==> config.mk <==
export PLATFORM = sky130hd
export DESIGN_NAME = spi_controller_flat
export DESIGN_NICKNAME = d
export VERILOG_FILES = /design/src/rtl/spi_controller_if.sv /design/src/rtl/spi_controller.sv /design/src/flat_wrapper.sv
export SDC_FILE = /design/constraint.sdc
export NUM_CORES = 1
export LEC_CHECK = 0
export CORE_UTILIZATION = 55
export DETAILED_ROUTE_END_ITERATION = 10
export DONT_BUFFER_PORTS = 1
export GPL_TIMING_DRIVEN = 0
export MAX_ROUTING_LAYER = met4
export PLACE_DENSITY = 0.72
export SKIP_LAST_GASP = 1
export SLEW_MARGIN = 5
export SYNTH_ARGS = -nofsm -noshare
export SYNTH_HDL_FRONTEND = slang
export SYNTH_SLANG_ARGS = --single-unit
==> constraint.sdc <==
create_clock -name clk -period 2 [get_ports clk]
set_clock_uncertainty 0.2 [all_clocks]
set_input_delay 0.4 -clock clk [delete_from_list [all_inputs] [get_ports clk]]
set_output_delay 0.4 -clock clk [all_outputs]
set_load 0.02 [all_outputs]
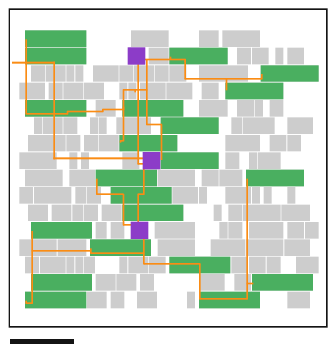
**Above:** run 1 (routed clock nets over the placement).
Scale bar: 10 um.
[clock wires] orange | length: 242 um
[clock-net drivers] purple | count: 3
[flip-flops] green | count: 21
routed clock nets	4
flops lie	widely spread
clock network power: 0.201 mW
fraction of power consumed by the clock network: 0.276
clock insertion delay at the later pin of the skew report: 300 ps

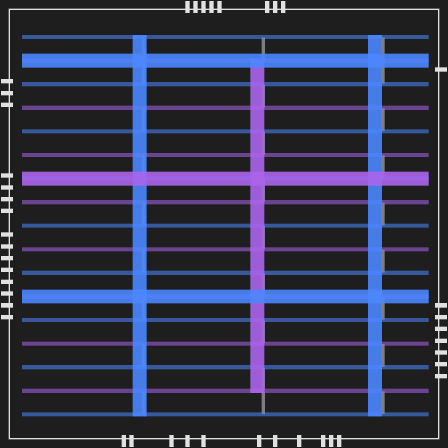
**Above:** run 1 (PDN straps and rails).
Pins as bars on the die edge. Tap cells in grey.
net	colour
VDD	purple
VSS	blue
met5 straps	3
met4 straps	3
rows	16
met1 rails	17
highest ir drop seen on vdd: 0.434 mV
horizontal die dimension: 49.4 um

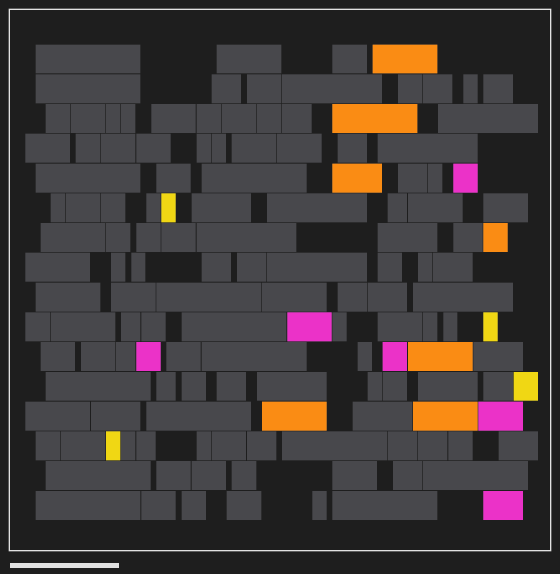
**Above:** run 1 (gate families picked out).
Scale bar: 10 um.
family	colour	cells	most used
inv cells	yellow	4	inv_1
and/or cells	magenta	6	and3_1
aoi and oai cells	orange	7	a21oi_4
number of standard cells in the final layout excluding fillers: 166
most frequent standard cell in the layout excluding fill and tap cells: dfrtp_2

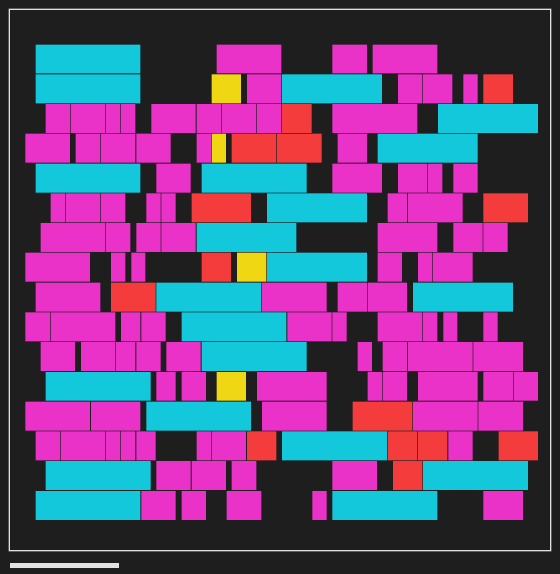
**Above:** run 1 (placement by cell class).
Scale bar: 10 um.
class	colour	cells
remaining logic cells	magenta	100
registers	cyan	21
clock drivers and dummy loads	yellow	4
remaining buffers and delay cells	red	14
post-route standard cell area excluding fillers: 1580 sq um
standard-cell rows: 16
Core Box Area: 2040 sq um

==> metrics.yaml, run 1 <==
status:
  run_status: "finished with violations"
  failed_checks: "setup timing"
synthesis:
  synth_flops: 21
  aoi_share: 0.0629
  top_cells_by_count: "21 x dfrtp_1, 21 x nor2_1, 15 x xnor2_1, 7 x xor2_1"
  ff_type: "dfrtp_1"
  syn_inst: 125
  and_or_nand_nor_area_frac: 0.237
  post_synth_top_area_cell: "dfrtp_1"
  number_of_enable_flip_flop_cells: 0
  post_synth_main_area_contributors: "dfrtp_1 43%, xnor2_1 11%, nor2_1 6.4%"
  synth-warning-count: 0
  netlist_area_before_placement_sq_um: 1230
  ys_sh_xor: 0.169
  synth.yosys.num_cells: 125
  synthMuxAreaShare: 0.0254
  synth.yosys.seq_area_share: 0.426
  ys_top_logic_family: "simple AND/OR/NAND/NOR gates"
critical_path:
  timing.reg2reg.setup_slack_ps: -100
  critical-path-top-delay-family: "simple AND/OR/NAND/NOR gates"
  timing.critical_path.arrival_ps: 2100
  timing.critical_path.to_type: "output port"
  path_max_fanout: 4
  cpPeakStageDelay_ps: 500
  worst_setup_path_start_kind: "flip-flop"
  r2r.worst_path.cells: 5
  slowest_stage: "dfrtp_2"
  critPathKind: "reg2out"
  path_depth: 5
placed_design:
  buffer_ports.inserted: 0
  dp_slack_ps: -531
  place.detailed.hpwl_um: 1760
  placedCellCount: 153
  globalplace.congestion: 0.750
final_layout:
  layout.non_clock_inverters: 4
  fillCellCount: 145
  clock_buffer_count_in_the_final_layout: 4
  sh_seq_area: 0.343
  num-multi-input-gates: 96
  layout_top_cells: "14 x dfrtp_2, 10 x xnor2_1, 10 x nor2_1"
  fin_nets: 160
  area_share_clock_buf_inv: 0.0166
  sh_comb_area: 0.521
  utilization: 0.776
  largest_register_ffs: 12
  biggestCellCategory: "combinational gates"
  area.combinational_sq_um: 826
  drive_above_1_share: 0.446
power:
  power.internal_mw: 0.547
  post-layout-total-power_mw: 0.729
  power.combinational.fraction: 0.122
  p_leak_nw: 0.587
  p_seq_mw: 0.439
timing:
  finalCriticalPeriod_ps: 2700
  timing.final.ws_setup_ps: -702
  clock.fmax_mhz: 370
  timing_worst_slew_pin_value_ps: 971
  layout_worst_path_cycle_share: 1.35
  fin_worst_hold_slack_ps: 135
  report.final.setup_viol: 20
  slew_headroom: 0.351
floorplanning:
  tapcell.inserted: 27
  floorplan.io_pins: 42
  fp.dieArea_sq_um: 2440
  initCoreUtil: 0.604
global_route:
  grt_util_all_layers: 0.237
  initial_antenna_violation_count: 0
  overflow: 0
  grt.busiest_layer: "met2"
  met3_usage: 0.0623
  use_met1: 0.266
  use_met2: 0.397
hold_path:
  worstHoldPathType: "in2reg"
  hold_depth: 2
clock_network:
  cts.repair.resized: 18
  cts_hold_repair.buffers: 1
  tritoncts: "done"
  cts-buffers-inserted: 3
  max-clock-path-buffers: 2
  post_cts_buffers: 3
  path_clk_slew_ps: 110
  clock_tree_root: "clkbuf_4"
routing:
  wl_met2_um: 1490
  wirelength_routed_um: 2690
  route.layer.met1.wl_um: 1040
  route.top_layer_used: "met4"
  remaining_routing_drc_violations: 0
  met3WireLength_um: 132
  via_per_inst: 5.74
  drt-pass1-iter-count: 4
  drt_iter0_markers: 19
run:
  drv.max_cap_violation_count: 0
  warnings: 29
**Run 1: the clock network**

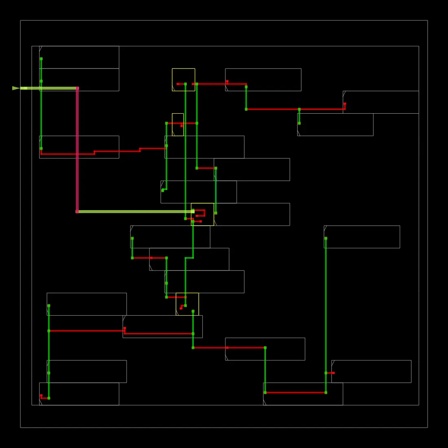

==> run 2: changes to the inputs <==
--- a/config.mk
+++ b/config.mk
@@ -5,12 +5,13 @@
 export SDC_FILE = /design/constraint.sdc
 export NUM_CORES = 1
 export LEC_CHECK = 0
-export CORE_UTILIZATION = 55
+export CORE_UTILIZATION = 58
+export CTS_BUF_LIST = sky130_fd_sc_hd__clkbuf_4
 export DETAILED_ROUTE_END_ITERATION = 10
 export DONT_BUFFER_PORTS = 1
 export GPL_TIMING_DRIVEN = 0
 export MAX_ROUTING_LAYER = met4
-export PLACE_DENSITY = 0.72
+export PLACE_DENSITY = 0.75
 export SKIP_LAST_GASP = 1
 export SLEW_MARGIN = 5
 export SYNTH_ARGS = -nofsm -noshare
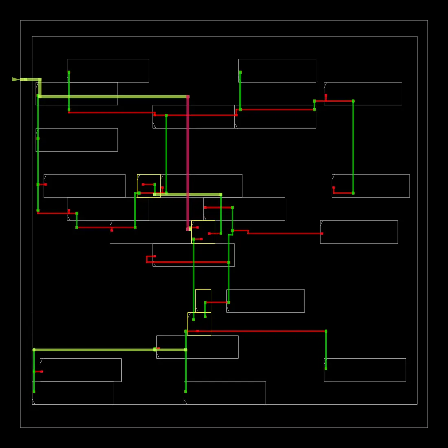
**Above:** run 2 (the clock network).
count of flip-flops and latches: 21
clock buffer count in the final layout: 3

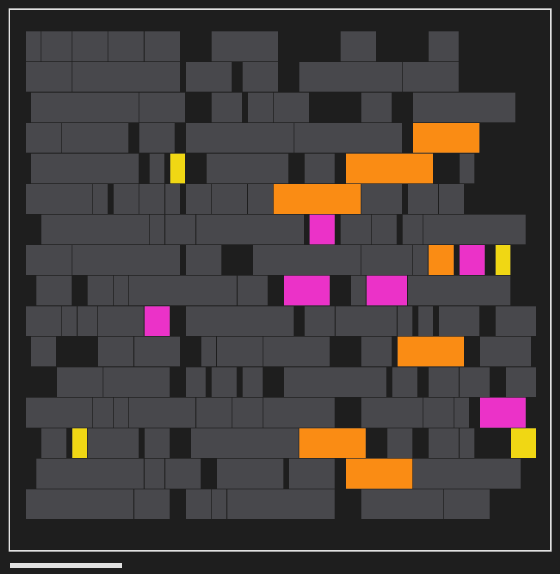
**Above:** run 2 (gate families picked out).
Scale bar: 10 um.
combinational share of cell area: 0.526

==> metrics.yaml, run 2 <==
clock_network:
  cts.repair.resized: 19  # +1
  path_clk_slew_ps: 120  # about the same
  max-clock-path-buffers: 2  # unchanged
  tritoncts: "done"
  clock_tree_root: "clkbuf_4"
  cts_hold_repair.buffers: 1  # unchanged
  cts_htree_levels: 1
  cts-buffers-inserted: 3  # unchanged
  cts.sink_count: 21
  post_cts_buffers: 3  # unchanged
  worstSkewPairLatency_ps: 310  # about the same
synthesis:
  synth.yosys.num_cells: 125  # unchanged
  ys_async_sr_fraction: 1.00
  netlist_area_before_placement_sq_um: 1230  # unchanged
  ys_sh_xor: 0.169  # unchanged
  synth_flops: 21  # unchanged
  post_synth_top_area_cell: "dfrtp_1"
  ys_top_logic_family: "simple AND/OR/NAND/NOR gates"
  number_of_enable_flip_flop_cells: 0  # unchanged
  synthDistinctLibCells: 34
  synth-warning-count: 0  # unchanged
  aoi_share: 0.0629  # unchanged
  synthMuxAreaShare: 0.0254  # unchanged
  synth.avg_cell_area_sq_um: 9.87
  synthAdderAreaFrac: 0.0304
  post_synth_main_area_contributors: "dfrtp_1 43%, xnor2_1 11%, nor2_1 6.4%"
  top_cells_by_count: "21 x dfrtp_1, 21 x nor2_1, 15 x xnor2_1, 7 x xor2_1"
  syn_inst: 125  # unchanged
  synth.yosys.seq_area_share: 0.426  # unchanged
  and_or_nand_nor_area_frac: 0.237  # unchanged
  synth.yosys.chip_area_sq_um: 1230
  ff_type: "dfrtp_1"
  synth.top_cell.area_share: 0.426
final_layout:
  non_clock_buffer_count: 14
  postLayoutCellArea_sq_um: 1630  # +2.8%
  non_clock_buffer_area_share: 0.0906
  layout.non_clock_inverters: 4  # unchanged
  sh_seq_area: 0.335  # -0.00794
  area_share_clock_buf_inv: 0.0169  # +0.000309
  fin_nets: 160  # unchanged
  fillCellCount: 114  # -21%
  layout.cells.most_common: "dfrtp_2"
  biggestCellCategory: "combinational gates"
  num-multi-input-gates: 96  # unchanged
  drive_above_1_share: 0.475  # +0.0288
  insertedDiodeCount: 0
  largest_register_ffs: 12  # unchanged
  area.combinational_sq_um: 857  # +3.8%
  final-seq-area_sq_um: 546
  final_cells: 166  # unchanged
  utilization: 0.822  # +0.0462
  layout_top_cells: "16 x dfrtp_2, 9 x xnor2_1, 9 x nor2_1, 8 x nor2_4, 8 x buf_4"
  flow.area_growth_from_synthesis_pct: 32.0
routing:
  drt_iter0_markers: 10  # -9
  drt-pass1-iter-count: 5  # +1
  wire_per_inst_um: 17.6
  via_count: 989
  route.layer.met1.wl_um: 1060  # +2.7%
  wirelength_routed_um: 2930  # +8.9%
  via_per_inst: 5.96  # +3.8%
  remaining_routing_drc_violations: 0  # unchanged
  route.top_layer_used: "met4"
  antenna_violating_nets_post_route: 0
  wl_met2_um: 1650  # +10%
  met3WireLength_um: 159  # +20%
critical_path:
  critPathKind: "reg2out"
  slowest_stage: "or4_4"
  timing.critical_path.to_type: "output port"
  worst-endpoint-required_ps: 1400
  worst_setup_path_start_kind: "flip-flop"
  path_depth: 4  # -1
  timing.reg2reg.setup_slack_ps: -90  # about the same
  cpPeakStageDelay_ps: 580  # +80 ps
  timing.critical_path.arrival_ps: 2060  # -40 ps
  r2r.worst_path.cells: 9  # +4
  critical-path-top-delay-family: "simple AND/OR/NAND/NOR gates"
  crit_path_cell_trace: "xnor2_1, nand4_1, or4_4, a21oi_4"
  cp_num_buf_inv: 0
  path_max_fanout: 5  # +1
floorplanning:
  fp.dieArea_sq_um: 2320  # -5.0%
  floorplan.io_pins: 42  # unchanged
  initCoreUtil: 0.622  # +0.0183
  horizontal_die_dimension_um: 48.1  # -2.5%
  core-area_sq_um: 1980  # -2.9%
  placement_rows: 16  # unchanged
  die_h_um: 48.1
  tapcell.inserted: 27  # unchanged
power:
  power_density_nw_per_um2: 456
  power.clock.fraction: 0.285  # +0.009
  power.internal_mw: 0.546  # -0.19%
  power-top-group: "registers"
  power.share.sequential: 0.591
  ir_drop_mv: 0.507  # +17%
  power.combinational.fraction: 0.124  # +0.002
  swShare: 0.265
  post-layout-total-power_mw: 0.743  # +2.0%
  p_sw_mw: 0.197
  powerComb_mw: 0.0921
  p_leak_nw: 0.601  # +2.3%
  power.clock.total_mw: 0.212  # +5%
  p_seq_mw: 0.439  # about the same
timing:
  totalNegativeSetupSlack_ps: -2600
  final-max-slew-violation-count: 0
  layout_worst_path_cycle_share: 1.33  # -0.0188
  timing.final.ws_setup_ps: -664  # +37.7 ps
  unrepaired_setup_endpoints_after_global_routing: "true"
  slew_headroom: 0.344  # -0.00642
  timing.final.hold_violations: 0
  fin_worst_hold_slack_ps: 129  # -5.40 ps
  timing_worst_slew_pin_value_ps: 980  # +9.59 ps
  clock.fmax_mhz: 375  # +1.4%
  report.final.setup_viol: 18  # -10%
  finalCriticalPeriod_ps: 2660  # -37.7 ps
hold_path:
  hold_depth: 2  # unchanged
  worstHoldPathType: "in2reg"
global_route:
  use_met1: 0.263  # -0.00348
  grt_start_max_net_pins: 22
  use_met2: 0.473  # +0.0757
  overflow: 0  # unchanged
  met3_usage: 0.0704  # +0.00807
  first_pass_grt_wire_length_um: 3870
  grt_util_all_layers: 0.257  # +0.0203
  grt.busiest_layer: "met2"
  initial_antenna_violation_count: 0  # unchanged
  first_global_vias: 924
placed_design:
  globalplace.congestion: 0.709  # -5.4%
  buffer_ports.inserted: 0  # unchanged
  placedCellCount: 153  # unchanged
  post_detailed_placement_cell_area_sq_um: 1310
  place.detailed.hpwl_um: 1860  # +5.7%
  dp_slack_ps: -567  # -35.7 ps
run:
  drv.max_cap_violation_count: 0  # unchanged
  warnings: 29  # unchanged
status:
  failed_checks: "setup timing"
  run_status: "finished with violations"
Power is estimated from default activity; no workload was simulated.
